## config.mk

```make
export PLATFORM = sky130hd
export DESIGN_NAME = io_uart
export DESIGN_NICKNAME = d
export VERILOG_FILES = /design/src/rtl/io_uart_pkg.sv /design/src/rtl/io_uart_tx_fifo.sv /design/src/rtl/io_uart.sv
export SDC_FILE = /design/constraint.sdc
export NUM_CORES = 1
export LEC_CHECK = 0
export CAP_MARGIN = 30
export CELL_PAD_IN_SITES_DETAIL_PLACEMENT = 0
export CELL_PAD_IN_SITES_GLOBAL_PLACEMENT = 1
export CORE_MARGIN = 1.5
export CORE_UTILIZATION = 38
export DETAILED_ROUTE_END_ITERATION = 10
export GPL_TIMING_DRIVEN = 0
export PLACE_DENSITY = 0.75
export SYNTH_ARGS = -nofsm -noshare
export SYNTH_HDL_FRONTEND = slang
export SYNTH_SLANG_ARGS = --single-unit
```

## constraint.sdc

```tcl
create_clock -name clk -period 3.7 [get_ports clk]
set_clock_uncertainty 0.15 [all_clocks]
set_input_delay 0.555 -clock clk [delete_from_list [all_inputs] [get_ports clk]]
set_output_delay 0.555 -clock clk [all_outputs]
set_load 0.03 [all_outputs]
```

## src/rtl/io_uart_pkg.sv

```systemverilog
// ============================================================================
// Module      : io_uart_pkg
// Description : Shared I/O-bus macros and the register map, FSM state type
//               and divisor helper for the io_uart transmitter.
// Revision    : 1.0 - initial release
// ============================================================================
`default_nettype none

`ifndef IO_UART_DEFINES_SVH
`define IO_UART_DEFINES_SVH
`define RamEnable           1'b1
`define RamWrite            1'b1
`define Zero                32'h0000_0000
`define IO_UART_BASE        32'h7000_0000
`define IO_UART_REG_DATA    2'd0
`define IO_UART_REG_STATUS  2'd1
`define IO_UART_REG_DIV     2'd2
`define IO_UART_REG_RSVD    2'd3
`define IO_UART_ST_IDLE     3'd0
`define IO_UART_ST_START    3'd1
`define IO_UART_ST_DATA     3'd2
`define IO_UART_ST_PARITY   3'd3
`define IO_UART_ST_STOP     3'd4
`endif

package io_uart_pkg;

    localparam logic [1:0] c_reg_data   = `IO_UART_REG_DATA;
    localparam logic [1:0] c_reg_status = `IO_UART_REG_STATUS;
    localparam logic [1:0] c_reg_div    = `IO_UART_REG_DIV;

    typedef enum logic [2:0] {
        ST_IDLE   = `IO_UART_ST_IDLE,
        ST_START  = `IO_UART_ST_START,
        ST_DATA   = `IO_UART_ST_DATA,
        ST_PARITY = `IO_UART_ST_PARITY,
        ST_STOP   = `IO_UART_ST_STOP
    } tx_state_e;

    // A divisor below 2 cannot produce a usable bit time.
    function automatic logic [15:0] clamp_div(input logic [15:0] value);
        return (value < 16'd2) ? 16'd2 : value;
    endfunction

endpackage

`default_nettype wire

```

## src/rtl/io_uart_tx_fifo.sv

```systemverilog
// ============================================================================
// Module      : uart_tx_fifo
// Description : First-word fall-through byte FIFO with wrap-bit pointers.
// Revision    : 1.0 - initial release
// ============================================================================
`default_nettype none

module uart_tx_fifo #(
    parameter int DEPTH = 8
) (
    input  logic       clk,
    input  logic       rst,
    input  logic       push,
    input  logic       pop,
    input  logic [7:0] din,
    output logic [7:0] dout,
    output logic       full,
    output logic       empty
);

    localparam int c_aw = $clog2(DEPTH);

    logic [c_aw:0] wptr_q, wptr_d;
    logic [c_aw:0] rptr_q, rptr_d;
    logic [7:0]    mem_q [DEPTH];
    logic          w_do_push;
    logic          w_do_pop;

    assign empty = (wptr_q == rptr_q);
    assign full  = (wptr_q[c_aw] != rptr_q[c_aw]) &&
                   (wptr_q[c_aw-1:0] == rptr_q[c_aw-1:0]);
    assign dout  = mem_q[rptr_q[c_aw-1:0]];

    // A pop frees the slot the simultaneous push lands in, even when full.
    always_comb begin
        w_do_pop  = pop && !empty;
        w_do_push = push && (!full || w_do_pop);
        wptr_d    = wptr_q + {{c_aw{1'b0}}, w_do_push};
        rptr_d    = rptr_q + {{c_aw{1'b0}}, w_do_pop};
    end

    always_ff @(posedge clk) begin
        if (rst) begin
            wptr_q <= '0;
            rptr_q <= '0;
        end else begin
            wptr_q <= wptr_d;
            rptr_q <= rptr_d;
        end
    end

    always_ff @(posedge clk) begin
        if (w_do_push) begin
            mem_q[wptr_q[c_aw-1:0]] <= din;
        end
    end

endmodule

`default_nettype wire

```

## src/rtl/io_uart.sv

```systemverilog
// ============================================================================
// Module      : io_uart
// Description : Memory-mapped UART transmitter (DATA/STATUS/DIV registers,
//               TX FIFO, frame FSM). Define IO_UART_PARITY_EN for 8E1 frames.
// Revision    : 1.0 - initial release
// ============================================================================
`default_nettype none

module io_uart
    import io_uart_pkg::*;
#(
    parameter int          FIFO_DEPTH = 8,
    parameter logic [15:0] DIV_RESET  = 16'd434
) (
    input  logic        clk,
    input  logic        rst,
    input  logic        ioCe,
    input  logic        ioWe,
    input  logic [31:0] ioAddr,
    input  logic [31:0] ioWtData,
    output logic [31:0] ioRdData,
    output logic        txd,
    output logic        txIrq
);

`ifdef IO_UART_PARITY_EN
    localparam logic c_parity_flag = 1'b1;
`else
    localparam logic c_parity_flag = 1'b0;
`endif

    logic        w_wr, w_rd, w_push, w_pop, w_start, w_bit_end, w_busy;
    logic        w_full, w_empty;
    logic [1:0]  w_sel;
    logic [7:0]  w_fifo_dout;
    logic        unused_bits;

    tx_state_e   state_q, state_d;
    logic [15:0] div_q, div_d;
    logic [15:0] bit_div_q, bit_div_d;
    logic [15:0] cnt_q, cnt_d;
    logic [2:0]  bit_idx_q, bit_idx_d;
    logic [7:0]  shift_q, shift_d;
    logic        ovf_q, ovf_d;
    logic        txd_q, txd_d;
`ifdef IO_UART_PARITY_EN
    logic        par_q, par_d;
`endif

    assign w_wr        = (ioCe == `RamEnable) && (ioWe == `RamWrite);
    assign w_rd        = (ioCe == `RamEnable) && (ioWe != `RamWrite);
    assign w_sel       = ioAddr[3:2];
    assign w_push      = w_wr && (w_sel == c_reg_data);
    assign w_busy      = (state_q != ST_IDLE);
    assign w_bit_end   = (cnt_q == 16'd0);
    assign txd         = txd_q;
    assign txIrq       = w_empty && !w_busy;
    assign unused_bits = ^{ioAddr[31:4], ioAddr[1:0], ioWtData[31:16]};

    uart_tx_fifo #(
        .DEPTH (FIFO_DEPTH)
    ) u_fifo (
        .clk   (clk),
        .rst   (rst),
        .push  (w_push),
        .pop   (w_pop),
        .din   (ioWtData[7:0]),
        .dout  (w_fifo_dout),
        .full  (w_full),
        .empty (w_empty)
    );

    always_comb begin
        div_d = div_q;
        if (w_wr && (w_sel == c_reg_div)) begin
            div_d = clamp_div(ioWtData[15:0]);
        end
        ovf_d = ovf_q;
        if (w_wr && (w_sel == c_reg_status)) begin
            ovf_d = 1'b0;
        end else if (w_push && w_full && !w_pop) begin
            ovf_d = 1'b1;
        end
    end

    always_comb begin
        ioRdData = `Zero;
        if (w_rd) begin
            case (w_sel)
                c_reg_status: ioRdData = {27'd0, c_parity_flag, ovf_q, w_busy, w_empty, w_full};
                c_reg_div:    ioRdData = {16'd0, div_q};
                default:      ioRdData = `Zero;
            endcase
        end
    end

    always_comb begin
        state_d   = state_q;
        bit_div_d = bit_div_q;
        cnt_d     = cnt_q;
        bit_idx_d = bit_idx_q;
        shift_d   = shift_q;
        w_start   = 1'b0;
        w_pop     = 1'b0;
`ifdef IO_UART_PARITY_EN
        par_d     = par_q;
`endif
        case (state_q)
            ST_IDLE:  w_start = !w_empty;
            ST_START: if (w_bit_end) begin
                state_d   = ST_DATA;
                bit_idx_d = 3'd0;
            end
            ST_DATA: if (w_bit_end) begin
                if (bit_idx_q == 3'd7) begin
`ifdef IO_UART_PARITY_EN
                    state_d = ST_PARITY;
`else
                    state_d = ST_STOP;
`endif
                end else begin
                    bit_idx_d = bit_idx_q + 3'd1;
                    shift_d   = {1'b0, shift_q[7:1]};
                end
            end
`ifdef IO_UART_PARITY_EN
            ST_PARITY: if (w_bit_end) state_d = ST_STOP;
`endif
            ST_STOP: if (w_bit_end) begin
                if (!w_empty) w_start = 1'b1;
                else          state_d = ST_IDLE;
            end
            default: state_d = ST_IDLE;
        endcase

        if (w_busy) begin
            cnt_d = w_bit_end ? (bit_div_q - 16'd1) : (cnt_q - 16'd1);
        end

        // Frame start: DIV is sampled here so mid-frame writes wait a frame.
        if (w_start) begin
            state_d   = ST_START;
            w_pop     = 1'b1;
            shift_d   = w_fifo_dout;
            bit_div_d = div_q;
            cnt_d     = div_q - 16'd1;
`ifdef IO_UART_PARITY_EN
            par_d     = ^w_fifo_dout;
`endif
        end

        case (state_d)
            ST_START:  txd_d = 1'b0;
            ST_DATA:   txd_d = shift_d[0];
`ifdef IO_UART_PARITY_EN
            ST_PARITY: txd_d = par_d;
`endif
            default:   txd_d = 1'b1;
        endcase
    end

    always_ff @(posedge clk) begin
        if (rst) begin
            state_q   <= ST_IDLE;
            div_q     <= DIV_RESET;
            bit_div_q <= DIV_RESET;
            cnt_q     <= 16'd0;
            bit_idx_q <= 3'd0;
            shift_q   <= 8'd0;
            ovf_q     <= 1'b0;
            txd_q     <= 1'b1;
`ifdef IO_UART_PARITY_EN
            par_q     <= 1'b0;
`endif
        end else begin
            state_q   <= state_d;
            div_q     <= div_d;
            bit_div_q <= bit_div_d;
            cnt_q     <= cnt_d;
            bit_idx_q <= bit_idx_d;
            shift_q   <= shift_d;
            ovf_q     <= ovf_d;
            txd_q     <= txd_d;
`ifdef IO_UART_PARITY_EN
            par_q     <= par_d;
`endif
        end
    end

endmodule

`default_nettype wire

```

==> images/metal_stack.png <==
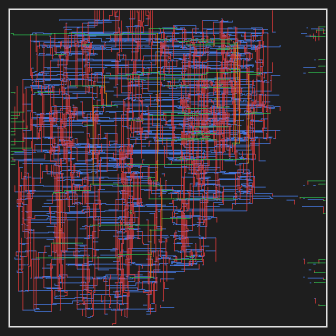
[blue] met1 | wire length: 7520 µm
[red] met2 | wire length: 7370 µm
[orange] met4 | wire length: 302 µm
[green] met3 | wire length: 878 µm

==> images/met2.png <==
Cells faint in the background.
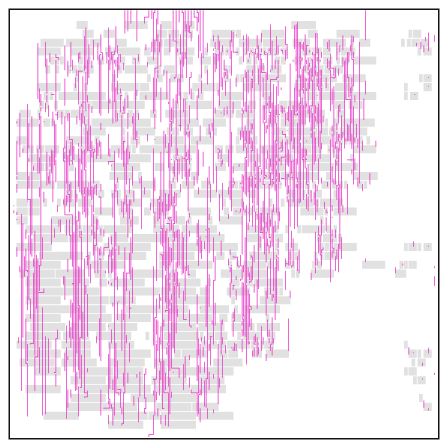
share of all routed wire: 46%
longest straight run: 80.9 µm
nets with wire on the layer: 573
wire length on this layer: 7370 µm

==> images/clock_map.png <==
Scale bar: 50 µm.
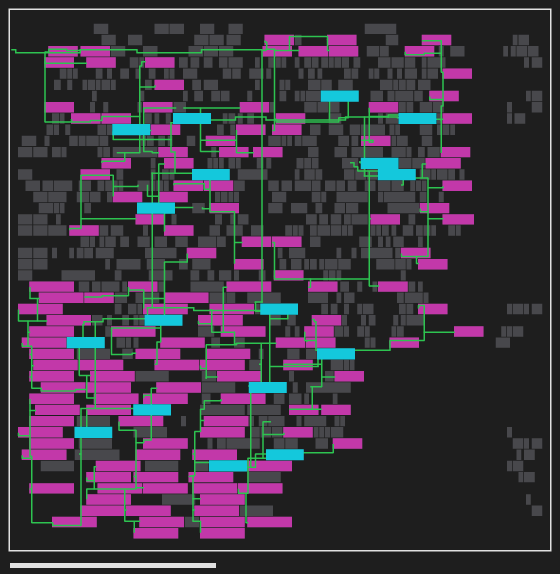
[green] clock wires | length: 1670 µm
[magenta] flip-flops | count: 136
[cyan] cells driving clock nets | count: 17
routed clock nets: 18

==> images/met3.png <==
Scale bar: 50 µm. Cells faint in the background.
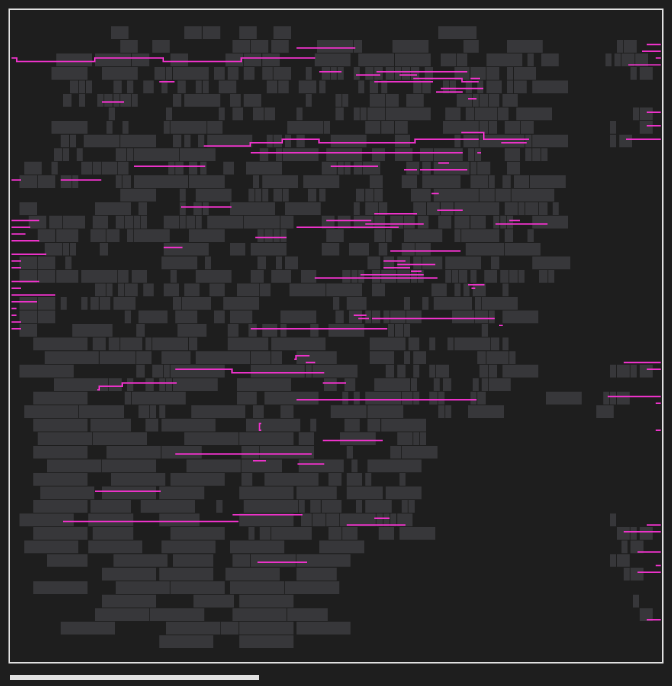
nets with wire on the layer: 82
main direction: horizontal
longest straight run: 42.3 µm
share of all routed wire: 5.5%

==> GITHUB_STEP_SUMMARY <==
## Synthesis and layout report

| Metric | Value |
|---|---|
| Least-Margin Pin Slew | `0.884 ns` |
| Finished Core Util | `49.0%` |
| Synth unique cells | `61` |
| Top cells by count, synth | `nand2_1, dfxtp_1, edfxtp_1` |
| Final Max Slew Viols | `0` |
| Final WS setup | `0.0422 ns` |
| Power Total | `5.80 mW` |
| Total CTS buffers | `17` |
| I/O Buffers | `38` |
| Post-DR vias/cell | `5.30` |
| Comb/total area | `35.0%` |
| Area leader, netlist | `edfxtp_1` |
| Final period util | `98.9%` |
| Worst Setup SP | `u_fifo.rptr_q[1]$_SDFF_PP0_` |
| Minimum clock period | `3.66 ns` |
| Final wirelength | `16.1 mm` |
| Crit start category | `flop` |
| Worst r2r dst | `cnt_q[15]$_SDFFE_PP0P_` |
| ClkCell Share | `8.15%` |
| Seq/total area | `43.1%` |
| Area leader share | `30.8%` |
| Post-synth ARST share | `0%` |
| Yosys warns | `0` |
| CTS H-tree lvls | `4` |
| CP Buf/Inv Count | `3` |
| DR pass1 iterations | `5` |
| Finished Cell Area | `0.00781 mm²` |
| Aoi/oai-family share of the synthesized area | `12.5%` |
| Top Usage Layer GRT | `met2` |
| First-pass GRT wire length | `25.0 mm` |
| P_int | `3.76 mW` |
| VDD IR max | `0.000377 V` |
| # setup viols final | `0` |
| Met2 Wirelength | `7.37 mm` |
| Sequential Power Share | `31.8%` |
| Flip-flops | `136` |
| RSZ-0062 raised after global routing | `true` |
| Pre-CTS setup slack | `-0.684 ns` |
| DRT iter0 DRCs | `465` |
| Delay-heaviest family, CP | `buffers and inverters` |
| Clkbuf count | `17` |
| Vias | `4737` |
| Total track usage | `19.9%` |
| Crit path required time | `2.99 ns` |
| Cells along the critical path | `buf_6 -> xor2_2 -> nor4_2 -> nand2_1 -> clkinvlp_4 -> clkdlybuf4s50_1` |
| Critical path class | `reg -> out` |
| Comb. pwr | `2.13 mW` |
| Top routing layer in use | `met4` |
| Comb_multi_in | `405` |
| Worst skew pair latency | `0.43 ns` |
| Number of fill cells in the layout | `1436` |
| Last element of the critical path | `txIrq` |
| EDFF count, synth | `64` |
| Signal buffers | `97` |
| Worst setup EP type | `primary output` |
| Gate Area | `0.00273 mm²` |
| Vias in the first global route | `4496` |
| Met3 wire length | `878 µm` |
| CTS root buffer | `clkbuf_16` |
| Outcome | `finished clean` |
| Max incr delay on CP | `0.70 ns` |
| Basic Gates by Area | `17.7%` |
| Pin count of the biggest net entering global routing | `17` |
| CP max-delay cell | `clkdlybuf4s50_1` |
| Routed length on met1 | `7.52 mm` |
| Switching Share | `35.2%` |
| Max Clk Rate | `0.273 GHz` |
| Routed wire per std cell | `18.0 µm` |
| Met2 GRT Util | `30.2%` |
| DP Wirelength | `11.3 mm` |
| Critical path depth | `6` |
| Placed Instances | `856` |
| Met3 usage | `4.59%` |
| Log Warnings | `75` |
| Placed instance area | `0.00695 mm²` |
| Fin. Hold Viols | `0` |
| Number of remaining DRC errors | `0` |
| Layout cells sized above 1 | `15.6%` |
| NonClk Buf Share | `9.84%` |
| Most frequent cell after synthesis | `nand2_1` |
| Synth mux share | `6.45%` |
| Flop area | `0.00337 mm²` |
| Antenna-violating nets left | `0` |
Power and IR drop assume default switching activity.
